File: config.mk
export PLATFORM = sky130hd
export DESIGN_NAME = boot_loader_ctrl
export DESIGN_NICKNAME = d
export VERILOG_FILES = /design/src/rtl/boot_loader_ctrl.sv
export SDC_FILE = /design/constraint.sdc
export NUM_CORES = 1
export LEC_CHECK = 0
export CORE_ASPECT_RATIO = 1.5
export CORE_MARGIN = 10
export CORE_UTILIZATION = 60
export CTS_CLUSTER_DIAMETER = 120
export DETAILED_ROUTE_END_ITERATION = 6
export DONT_BUFFER_PORTS = 1
export PLACE_DENSITY = 0.76
export SYNTH_ARGS = -nofsm -noshare
export SYNTH_HDL_FRONTEND = slang
export SYNTH_SLANG_ARGS = --single-unit
File: constraint.sdc
create_clock -name clock -period 2.5 [get_ports clock]
set_input_delay 0.5 -clock clock [delete_from_list [all_inputs] [get_ports clock]]
set_output_delay 0.5 -clock clock [all_outputs]
set_load 0.05 [all_outputs]
File: src/rtl/boot_loader_ctrl.sv
// Boot sequencer: streams a host program image into the shared memory, then
// releases the CPU and hands it the memory bus until halt, timeout or abort.
module boot_loader_ctrl #(
    parameter int ADDR_W  = 5,
    parameter int DATA_W  = 8,
    parameter int MAX_RUN = 1000
) (
    input  logic              clock,
    input  logic              reset,
    input  logic              host_start,
    input  logic              host_abort,
    input  logic [ADDR_W:0]   host_len,
    input  logic              host_valid,
    input  logic [DATA_W-1:0] host_data,
    output logic              host_ready,
    input  logic [ADDR_W-1:0] cpu_mem_addr,
    input  logic [DATA_W-1:0] cpu_mem_wdata,
    input  logic              cpu_mem_wr,
    input  logic              cpu_halt,
    output logic              cpu_reset_n,
    output logic [ADDR_W-1:0] mem_addr,
    output logic [DATA_W-1:0] mem_wdata,
    output logic              mem_wr,
    output logic              busy,
    output logic              done,
    output logic              timeout,
    output logic [ADDR_W:0]   load_count
);

    localparam logic [ADDR_W:0]   DEPTH    = {1'b1, {ADDR_W{1'b0}}};
    localparam logic [ADDR_W:0]   CNT_ONE  = 1;
    localparam logic [ADDR_W-1:0] PTR_ONE  = 1;
    localparam logic [15:0]       RUN_LAST = 16'(MAX_RUN - 1);

    typedef enum logic [2:0] {
        S_IDLE,
        S_LOAD,
        S_RELEASE,
        S_RUN,
        S_HALTED,
        S_TIMEOUT
    } state_e;

    state_e            state_q;
    logic [ADDR_W-1:0] wr_ptr_q;
    logic [ADDR_W:0]   load_count_q;
    logic [ADDR_W:0]   len_q;
    logic [15:0]       run_cnt_q;

    logic [ADDR_W:0]   len_d;
    logic              xfer;
    logic              last_word;

    // Requests longer than the memory simply fill it once.
    assign len_d      = (host_len > DEPTH) ? DEPTH : host_len;
    assign host_ready = (state_q == S_LOAD);
    assign xfer       = host_ready && host_valid;
    assign last_word  = (load_count_q == (len_q - CNT_ONE));

    always_ff @(posedge clock) begin
        if (reset) begin
            state_q      <= S_IDLE;
            wr_ptr_q     <= '0;
            load_count_q <= '0;
            len_q        <= '0;
            run_cnt_q    <= '0;
        end else begin
            // A word presented on the abort cycle is still written and counted.
            if (xfer) begin
                wr_ptr_q     <= wr_ptr_q + PTR_ONE;
                load_count_q <= load_count_q + CNT_ONE;
            end
            if (host_abort && (state_q != S_IDLE)) begin
                state_q <= S_IDLE;
            end else begin
                case (state_q)
                    S_IDLE, S_HALTED, S_TIMEOUT: begin
                        if (host_start) begin
                            len_q        <= len_d;
                            wr_ptr_q     <= '0;
                            load_count_q <= '0;
                            state_q      <= (host_len == '0) ? S_RELEASE : S_LOAD;
                        end
                    end
                    S_LOAD: begin
                        if (xfer && last_word) state_q <= S_RELEASE;
                    end
                    S_RELEASE: begin
                        run_cnt_q <= '0;
                        state_q   <= S_RUN;
                    end
                    S_RUN: begin
                        run_cnt_q <= run_cnt_q + 16'd1;
                        if (cpu_halt)                    state_q <= S_HALTED;
                        else if (run_cnt_q == RUN_LAST)  state_q <= S_TIMEOUT;
                    end
                    default: state_q <= S_IDLE;
                endcase
            end
        end
    end

    assign busy        = (state_q == S_LOAD) || (state_q == S_RELEASE) || (state_q == S_RUN);
    assign done        = (state_q == S_HALTED);
    assign timeout     = (state_q == S_TIMEOUT);
    assign cpu_reset_n = (state_q == S_RUN) || (state_q == S_HALTED);
    assign load_count  = load_count_q;

    // Bus ownership: loader in LOAD, CPU in RUN/HALTED, nobody otherwise.
    always_comb begin
        mem_addr  = '0;
        mem_wdata = '0;
        mem_wr    = 1'b0;
        case (state_q)
            S_LOAD: begin
                mem_addr  = wr_ptr_q;
                mem_wdata = host_data;
                mem_wr    = host_valid;
            end
            S_RUN, S_HALTED: begin
                mem_addr  = cpu_mem_addr;
                mem_wdata = cpu_mem_wdata;
                mem_wr    = cpu_mem_wr;
            end
            default: ;
        endcase
    end

endmodule

### Clock routing, run 1

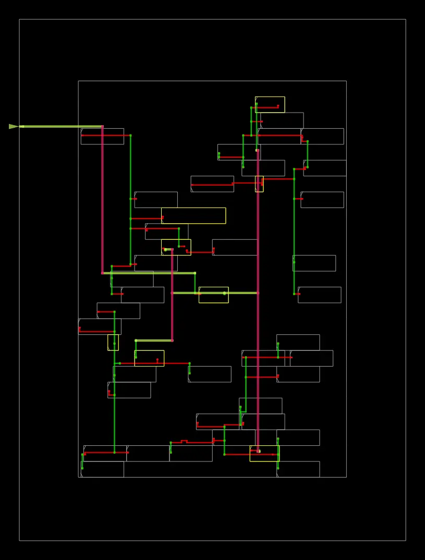
clock distribution power: 504 uW
clock sink count: 36

### Wiring by layer, run 1

(6 px per um)
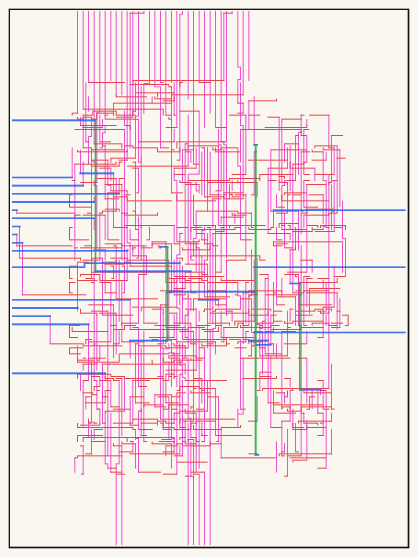
layer	colour	wire length
M4	green	110 um
M3	blue	326 um
M2	magenta	2950 um
M1	red	1750 um

==> flow_summary.json, run 1 <==
{
  "drive_above_1_share_pct": 21.2,
  "finalSetupTns_ns": 0,
  "yosys_warnings": 0,
  "fmax_mhz": 430,
  "ys_dominant_reg_cell": "dfxtp_1",
  "crit_fanout": 15,
  "yosysTopAreaCellShare_pct": 37.4,
  "synth-async-reset-ratio_pct": 0,
  "crit_path_end_kind": "primary output",
  "p_leak_nw": 0.942,
  "first_iter_violations": 79,
  "post_cts_buffers": 0,
  "synthXorXnorAreaFrac_pct": 12.7,
  "edf_count": 0,
  "grt_start_max_net_pins": 18,
  "wl_met3_um": 326,
  "final_nets": 292,
  "io_pins": 59,
  "synth_area_per_cell_um2": 8.43,
  "cts_buffer_depth": 2,
  "syn_area_um2": 1930,
  "stdcell_count": 295,
  "skew_ns": 0.00589,
  "h-tree-depth": 2,
  "worst_pin_slew_ns": 0.555,
  "ys_sh_simple_pct": 28.2,
  "die_h_um": 89.5,
  "ys_sh_adder_pct": 2.59,
  "rsz0062_at_grt": "false",
  "worstSetupPathType": "reg -> out",
  "maxCapViolCount": 0,
  "synth_stat.cells": 229,
  "pre_cts_slack_ns": 0.293,
  "ys_sh_aoi_pct": 15.2,
  "first_global_vias": 1751,
  "warnings": 26,
  "syn_inst": 229,
  "cts_tree": "built",
  "dpl.hpwl_um": 4120,
  "final_hold_viol_count": 0,
  "yosysUniqueCellTypes": 42,
  "worstHoldPathType": "in -> reg",
  "power_density_nw_per_um2": 873,
  "routed.top_layer": "met4",
  "min_period_ns": 2.32,
  "drt-vias-per-instance": 5.83,
  "avgRoutedWirePerCell_um": 17.4,
  "port_buffers": 0,
  "grt_usage_pct": 17.7,
  "synth.logic.top_family": "simple AND/OR/NAND/NOR gates",
  "grt.overflow.total": 0,
  "gp_congestion": 0.817,
  "outcome": "completed",
  "n_antenna_cell": 0,
  "ys.flops": 36,
  "die_w_um": 66.3,
  "core_area_um2": 3130,
  "synth_area_leader_cell": "dfxtp_1",
  "holdWs_ns": 0.266,
  "wl_met2_um": 2950,
  "cts_root_buffer": "clkbuf_8",
  "wirelength_um": 5140
}
### Cell area per tile, run 1

(4 px per um) The die is cut into 7 by 9 equal tiles; white is low, dark blue is high, 0 to 100% covered.
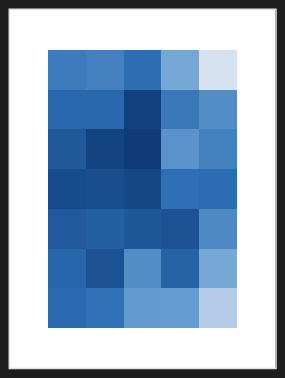
tiles over 75% full	29%
mean over tiles	40%
fullest tile	95%
fp util: 61.7%
post-layout util: 77.7%

### Sequential cells grouped by signal name, run 1

(6 px per um)
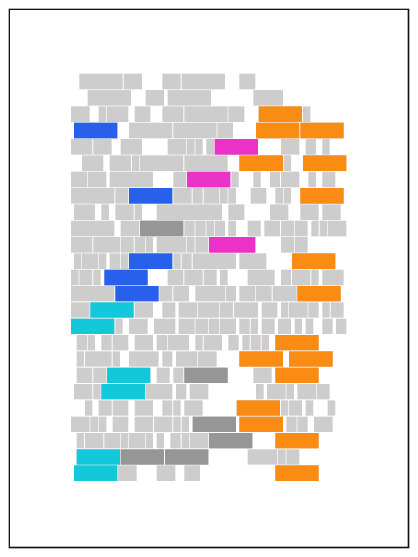
netlist name	colour	placed flops
run_cnt_q	orange	16
state_q	magenta	3
load_count	cyan	6
wr_ptr_q	blue	5

[run 1: registers in the layout (all words and copies together), names as in the netlist]
signal	flops
run_cnt_q	16
len_q	6
load_count	6
wr_ptr_q	5
state_q	3
[run 1: critical path, cell delays in order (launching register included)]
cell      delay [ns]
dfxtp_1         0.32
buf_4           0.18
nor2_1          0.07
and2_2          0.20
nand2b_2        0.30
a22o_2          0.30
buf_12          0.15
[run 1: cell families (layout without fill, tap and decap cells)]
kind of cell	count (synthesis)	in the layout
buffers and inverters	12	38
AND-OR/OR-AND	40	40
AND/OR/NAND/NOR	108	108
adder cells (fa/ha/maj)	4	4
multiplexers	1	1
XOR/XNOR	28	28
flip-flops	36	36
[run 1: cell type report]
class                      instances  area (um2)
multi-input combinational        181        1160
timing repair buffer              28         385
fill                             210         697
clock inverter                     2        35.0
tap                               40        50.0
inverter                           2        7.51
clock buffer                       6        72.6
sequential                        36         722
[run 1: placed cells by master (no fill, tap or decap), types with 2 or more instances in the layout]
master / n
a22o_2: 8
and3_1: 3
nand3_1: 6
xor2_1: 21
a21oi_1: 10
buf_4: 14
nor2b_2: 2
clkbuf_8: 5
nor4_1: 3
a22o_1: 8
a21o_1: 2
dfxtp_1: 35
inv_1: 2
xnor2_1: 7
nand2_1: 27
or3_1: 5
o21ai_0: 5
nand4_1: 9
nor3_1: 6
nand3b_1: 2
nor2_1: 31
a221o_1: 2
ha_1: 4
buf_12: 14
nand2b_1: 2
[run 1: metal layers]
layer / up-vias / track usage [%]
met1: 814 / 16.1
met2: 36 / 32.6
met3: 10 / 7.28
met5: - / 0
li1: 859 / -
met4: 0 / 8.80
[run 1: final timing paths]
check / start / to / slack [ns] / cells past startpoint
worst max-delay path: state_q[1] / mem_wdata[6] / 0.18 / 6
worst min-delay path: reset / run_cnt_q[0] / 0.27 / 1
worst min register to register: run_cnt_q[0] / run_cnt_q[0] / 0.49 / 2
worst max register to register: len_q[0] / state_q[1] / 0.26 / 8
[run 1: cells in the mapped netlist (4+ instances only)]
master and number:
nor2_1 31, or3_1 5, nand2_1 27, nand3_1 6, nor3_1 6, ha_1 4, nand4_1 9, clkbuf_1 4
xor2_1 21, a22o_1 16, o21ai_0 5, dfxtp_1 36, a21oi_1 10, xnor2_1 7
[run 1: report_power, final]
part	switching, mW	total (mW)	leakage (nW)	internal [mW]
clock network	0.208	0.504	0.0552	0.296
registers	0.0359	0.642	0.291	0.606
logic	0.571	0.977	0.596	0.406
[run 1: stage by stage]
step	instance area [um2]	power, mW	util [%]
global route	2430	2.21	77.7
detailed placement	2320	1.63	74.2
finish	2430	2.12	77.7
floorplan	1940	1.28	-
CTS	2430	2.13	77.7
global placement	2320	1.60	74.2
[run 1: what timing repair did]
| item | CTS | global route |
|---|---|---|
| setup endpoints to repair | 3 | 6 |
| endpoints found under the hold margin | 0 | 0 |
| resized | 1 | 1 |
### Power grid, run 1

(4 px per um) Pins as bars on the die edge. Tap cells in grey.
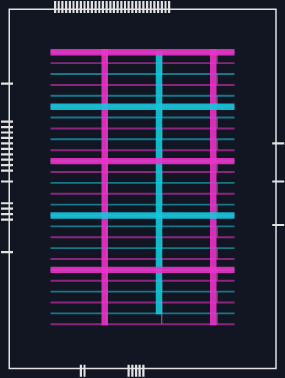

==> inputs of run 2 (changes only) <==
- ABC_CLOCK_PERIOD_IN_PS: unset -> 2000
- CORE_UTILIZATION: 60 -> 56
- PLACE_DENSITY: 0.76 -> 0.74
- clock period: 2.5 -> 2 ns (I/O delays scaled with it)
### Power grid, run 2

(4 px per um) Pins as bars on the die edge. Tap cells in grey.
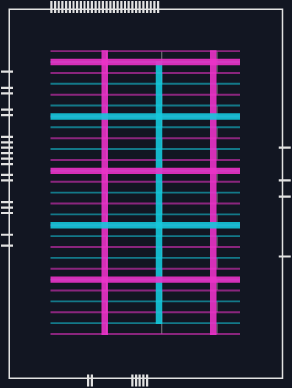
net	colour
VSS	magenta
VDD	cyan
rows	26
met4 straps	3
met1 rails	27
met5 straps	5
tap cells	42
VDD IR max: 0.000842 V
Die H: 91.9 um
chip width: 67.9 um
Placeable Area: 3350 um2

### Cell area per tile, run 2

(4 px per um) The die is cut into 7 by 9 equal tiles; white is low, dark blue is high, 0 to 100% covered.
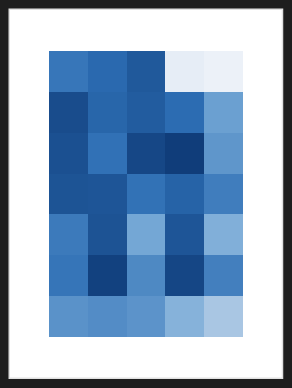
densest ninth of the die	middle
mean over tiles	38%
fullest tile	95%

### Clock routing, run 2

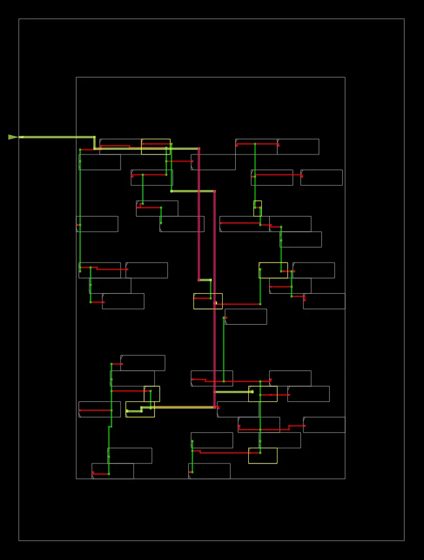
clock buffer count from CTS: 5
Flops: 36
Clock Skews: 0.00540 ns
clock distribution power: 532 uW

==> run 2 against run 1 <==
  * Register-to-register slack lost 0.21 ns
  * Clock-buffer cell count grew 1
  * Critical path depth grew 2
  * Synthesized area is the same
  * Sequential share of layout area grew 0.16 points
==> flow_summary.json, run 2 <==
{
  "worst_path_dominant_cell_family": "AND-OR/OR-AND gates",
  "synth_area_leader_cell": "dfxtp_1",
  "synth_stat.cells": 229,
  "dpl.hpwl_um": 4030,
  "yosys_warnings": 0,
  "maxCapViolCount": 0,
  "yosysUniqueCellTypes": 42,
  "drive_above_1_share_pct": 26.8,
  "cts_buffer_depth": 2,
  "fp_util_pct": 57.6,
  "power_switching_share_pct": 40.3,
  "crit_fanout": 5,
  "period_used_pct": 97.5,
  "grt_start_max_net_pins": 16,
  "regMostFlops": "run_cnt_q",
  "place_area_um2": 2270,
  "edf_count": 0,
  "common_cells": "dfxtp_1 (36), nor2_1 (31), nand2_1 (27), xor2_1 (21), a22o_1 (16)",
  "rrSetupSlack_ns": 0.05,
  "critical-path-max-stage-delay_ns": 0.34,
  "ys.flops": 36,
  "h-tree-depth": 2,
  "crit_buf_inv": 1,
  "synth_area_per_cell_um2": 8.43,
  "final_util_pct": 73.0,
  "lay_top_count": "nor2_1",
  "power_density_nw_per_um2": 1050,
  "worstSetupPathType": "reg -> reg",
  "critPathCapture": "state_q[1]",
  "finalSetupTns_ns": 0,
  "switching_power_mw": 1.03,
  "p_comb_share_pct": 48.1,
  "crit_path_end_kind": "flip-flop",
  "port_buffers": 0,
  "r2r_cells": 8,
  "holdWs_ns": 0.171,
  "warnings": 29,
  "slowest_stage": "dfxtp_2",
  "pre_cts_slack_ns": -0.0628,
  "seq_power_share_pct": 31.1,
  "total_power_mw": 2.56,
  "first_global_vias": 1794,
  "wl_met3_um": 334,
  "grt.overflow.total": 0,
  "p_leak_nw": 0.985,
  "final_nets": 294,
  "rr_endpoint": "state_q[1]",
  "outcome": "completed",
  "crit_cells": 8,
  "n_antenna_cell": 0,
  "cts_root_buffer": "clkbuf_8",
  "gp_congestion": 0.837,
  "min_period_ns": 1.95,
  "drt-vias-per-instance": 5.88,
  "routed.top_layer": "met4",
  "synth-async-reset-ratio_pct": 0,
  "largest_reg_flops": 16,
  "lay_top_cells": "nor2_1 (31), dfxtp_1 (30), nand2_1 (26)",
  "first_iter_violations": 33,
  "cts_sinks": 36,
  "stdcell_count": 299,
  "clkPwrFrac_pct": 20.8,
  "cts_tree": "built",
  "avgRoutedWirePerCell_um": 17.1,
  "rsz0062_at_grt": "true"
}
[run 2: layout make-up]
cell class / instances / area (um2)
fill: 250 / 903
multi-input combinational: 181 / 1280
timing repair buffer: 30 / 283
sequential: 36 / 731
inverter: 2 / 7.51
clock inverter: 1 / 7.51
tap: 42 / 52.6
clock buffer: 7 / 86.3
[run 2: repair_timing]
item,in CTS,in global routing
gates resized,8,9
buffers inserted,0,2
pin swaps,5,1
gates cloned,0,1
endpoints found under the setup margin,17,9
[run 2: kinds of logic (layout without fill, tap and decap cells)]
| kind of cell | count (synthesis) | after routing | share of synthesized area, % |
|---|---|---|---|
| muxes | 1 | 1 | 0.519 |
| and+or+nand+nor | 108 | 108 | 28.2 |
| buffers and inverters | 12 | 40 | 3.44 |
| xor gates and xnor gates | 28 | 28 | 12.7 |
| adders and majority gates | 4 | 4 | 2.59 |
| AOI/OAI and AO/OA | 40 | 40 | 15.2 |
| DFF | 36 | 36 | 37.4 |
[run 2: power by group through the flow]
| stage | Sequential (mW) | Clock, mW | Combinational (mW) |
|---|---|---|---|
| final | 0.797 | 0.532 | 1.23 |
| after global routing | 0.800 | 0.580 | 1.30 |
| after CTS | 0.800 | 0.550 | 1.18 |
| after detailed placement | 0.808 | 0 | 1.15 |
| after global placement | 0.805 | 0 | 1.12 |
| after floorplan | 0.806 | 0 | 0.872 |
[run 2: worst min-delay path by stage]
stage	from	to	slack, ns	cells after the start
floorplan	run_cnt_q[1]	run_cnt_q[1]	0.44	2
global placement	run_cnt_q[1]	run_cnt_q[1]	0.45	2
detailed placement	reset	run_cnt_q[1]	0.48	1
CTS	reset	run_cnt_q[1]	0.16	1
global route	reset	run_cnt_q[1]	0.16	1
finish	reset	run_cnt_q[1]	0.17	1
[run 2: metal layers]
metal | vias up | GRT usage [%]
li1 | 859 | -
met1 | 837 | 15.2
met2 | 50 | 30.5
met3 | 12 | 6.46
met4 | 0 | 6.73
met5 | - | 0
### Sequential cells grouped by signal name, run 2

(4 px per um)
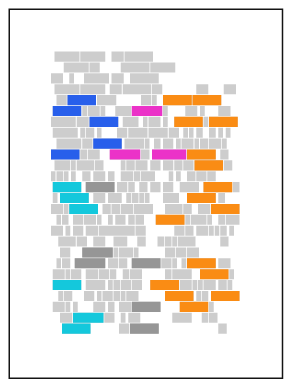

==> inputs of run 3 (changes only) <==
- PLACE_DENSITY: 0.74 -> unset
- PLACE_DENSITY_LB_ADDON: unset -> 0.12
### Sequential cells grouped by signal name, run 3

(4 px per um)
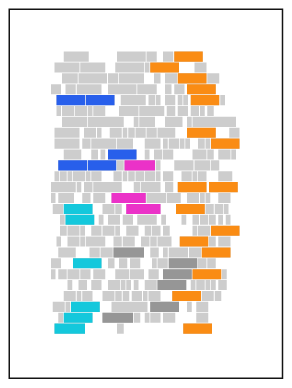
netlist name	colour	placed flops
wr_ptr_q	blue	5
load_count	cyan	6
state_q	magenta	3
run_cnt_q	orange	16

### Wiring by layer, run 3

(4 px per um)
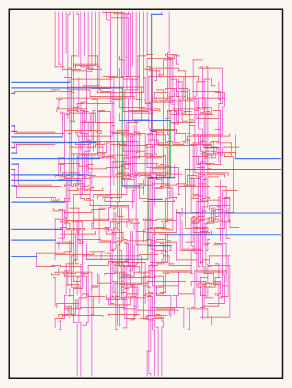
layer	colour	wire length
M3	blue	330 um
M2	magenta	2980 um
M4	green	88.4 um
M1	red	1960 um

### Power grid, run 3

(4 px per um) Pins as bars on the die edge. Tap cells in grey.
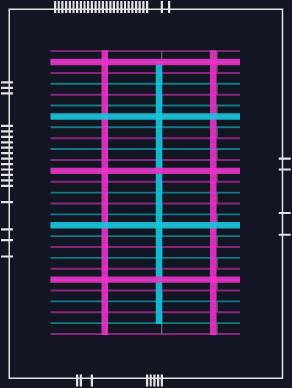
net	colour
VDD	cyan
VSS	magenta
met5 straps	5
signal pins	59
tap cells	42
met1 rails	27
rows	26

==> run 3 against run 2 <==
  * Clock power up 18%
  * Sequential cell count unchanged
  * Highest routed layer unchanged
  * Critical path type is now reg -> out
  * Sequential share of layout area down 0.67 points
  * Global-route usage up 0.20 points
  * Cell area up 2.7%
  * The flow now finishes with violations (negative setup slack)
  * Fmax down 2.7%
  * Largest cell class unchanged
  * Sequential power up 0.5%
==> flow_summary.json, run 3 <==
{
  "maxCapViolCount": 0,
  "synth-async-reset-ratio_pct": 0,
  "grt_start_max_net_pins": 17,
  "yosysUniqueCellTypes": 42,
  "fmax_mhz": 499,
  "fp_util_pct": 57.6,
  "outcome": "complete, but fails checks",
  "die_h_um": 91.9,
  "crit_buf_inv": 2,
  "ir_drop_v": 0.000837,
  "ys.flops": 36,
  "busiest_layer": "met2",
  "synth_stat.cells": 229,
  "violations": "negative setup slack",
  "drt-vias-per-instance": 5.85,
  "power_density_nw_per_um2": 1100,
  "lay_top_cells": "nor2_1 (31), dfxtp_1 (30), nand2_1 (25)",
  "syn_area_um2": 1930,
  "core_area_um2": 3350,
  "die_w_um": 67.9,
  "finalWorstSetupSlack_ns": -0.00382,
  "gp_congestion": 0.849,
  "skew_ns": 0.00961,
  "crit_chain": "nor2b_4 -> nor2b_4 -> buf_12 -> a22o_1 -> buf_12",
  "finalSetupTns_ns": -0.00401,
  "avgRoutedWirePerCell_um": 18.0,
  "fill_cells": 249,
  "slowest_stage": "dfxtp_2",
  "crit_fanout": 8,
  "worstHoldPathType": "in -> reg",
  "grt_util_met2_pct": 30.5,
  "n_antenna_cell": 0,
  "worstSetupPathType": "reg -> out",
  "post-synth-top-count-cell": "dfxtp_1",
  "dpl.hpwl_um": 3990,
  "cts_tree": "built",
  "min_period_ns": 2.00,
  "r2r_cells": 8,
  "setup_viol": 2,
  "lay_top_count": "nor2_1",
  "cts_root_buffer": "clkbuf_8",
  "worst_pin_slew_ns": 0.537,
  "rsz0062_at_grt": "true",
  "met3_usage_pct": 6.09,
  "yosysTopAreaCellShare_pct": 37.4,
  "io_pins": 59,
  "cts_sinks": 36,
  "largest_reg_flops": 16
}
run 3: cell counts after synthesis:
Identical to the previous run, type by type.
run 3: final cells by class:
class                      instances  area, um2  area share (%)
clock inverter                     2       35.0            1.39
inverter                           2       7.51           0.299
multi-input combinational        181       1310            52.0
tap                               42       52.6            2.09
sequential                        36        733            29.2
clock buffer                       6       72.6            2.89
timing repair buffer              29        305            12.2
run 3: what timing repair did:
action,in CTS,in global routing
gates resized,7,15
gates cloned,1,1
pin swaps,6,3
buffers inserted,0,2
endpoints found under the setup margin,17,16
run 3: where the power goes:
| part | internal, mW | leakage, nW | switching [mW] |
|---|---|---|---|
| clock | 0.370 | 0.0552 | 0.256 |
| combinational | 0.560 | 0.664 | 0.770 |
| sequential | 0.761 | 0.294 | 0.0394 |
| total | 1.69 | 1.01 | 1.07 |
run 3: worst paths after layout:
path,from,endpoint,slack (ns)
min reg2reg,run_cnt_q[0],run_cnt_q[0],0.50
max reg2reg,len_q[0],state_q[2],-0.004
max,state_q[0],mem_addr[4],-0.004
min,reset,run_cnt_q[0],0.17
run 3: per-stage QoR:
step / power, mW / instance area (um2) / instances
floorplan: 1.68 / 2040 / 229
global placement: 1.94 / 2270 / 286
detailed placement: 1.96 / 2270 / 286
CTS: 2.61 / 2400 / 295
global route: 2.87 / 2510 / 298
finish: 2.76 / 2510 / 298
run 3: cell families (layout without fill, tap and decap cells):
| group | Yosys count | in the layout | share of synthesized area, % |
|---|---|---|---|
| fa+ha+maj | 4 | 4 | 2.59 |
| compound gates | 40 | 40 | 15.2 |
| buf+inv | 12 | 39 | 3.44 |
| simple gates | 108 | 108 | 28.2 |
| flops | 36 | 36 | 37.4 |
| xor+xnor | 28 | 28 | 12.7 |
| mux | 1 | 1 | 0.519 |
run 3: layer usage:
layer,share of wire [%],up-vias,routed length [um]
met4,1.6,0,88
met2,56,32,2980
li1,-,862,-
met5,0,-,0
met1,37,838,1960
met3,6.1,10,329
run 3: worst reg2reg max path, stage by stage, from the launching register on:
cell	delay, ns
dfxtp_2	0.34
inv_2	0.05
ha_4	0.17
o21ba_1	0.18
a221o_1	0.31
a31o_1	0.20
a21o_1	0.19
or3_1	0.33
a21oi_1	0.16
Power is estimated from default activity; no workload was simulated.
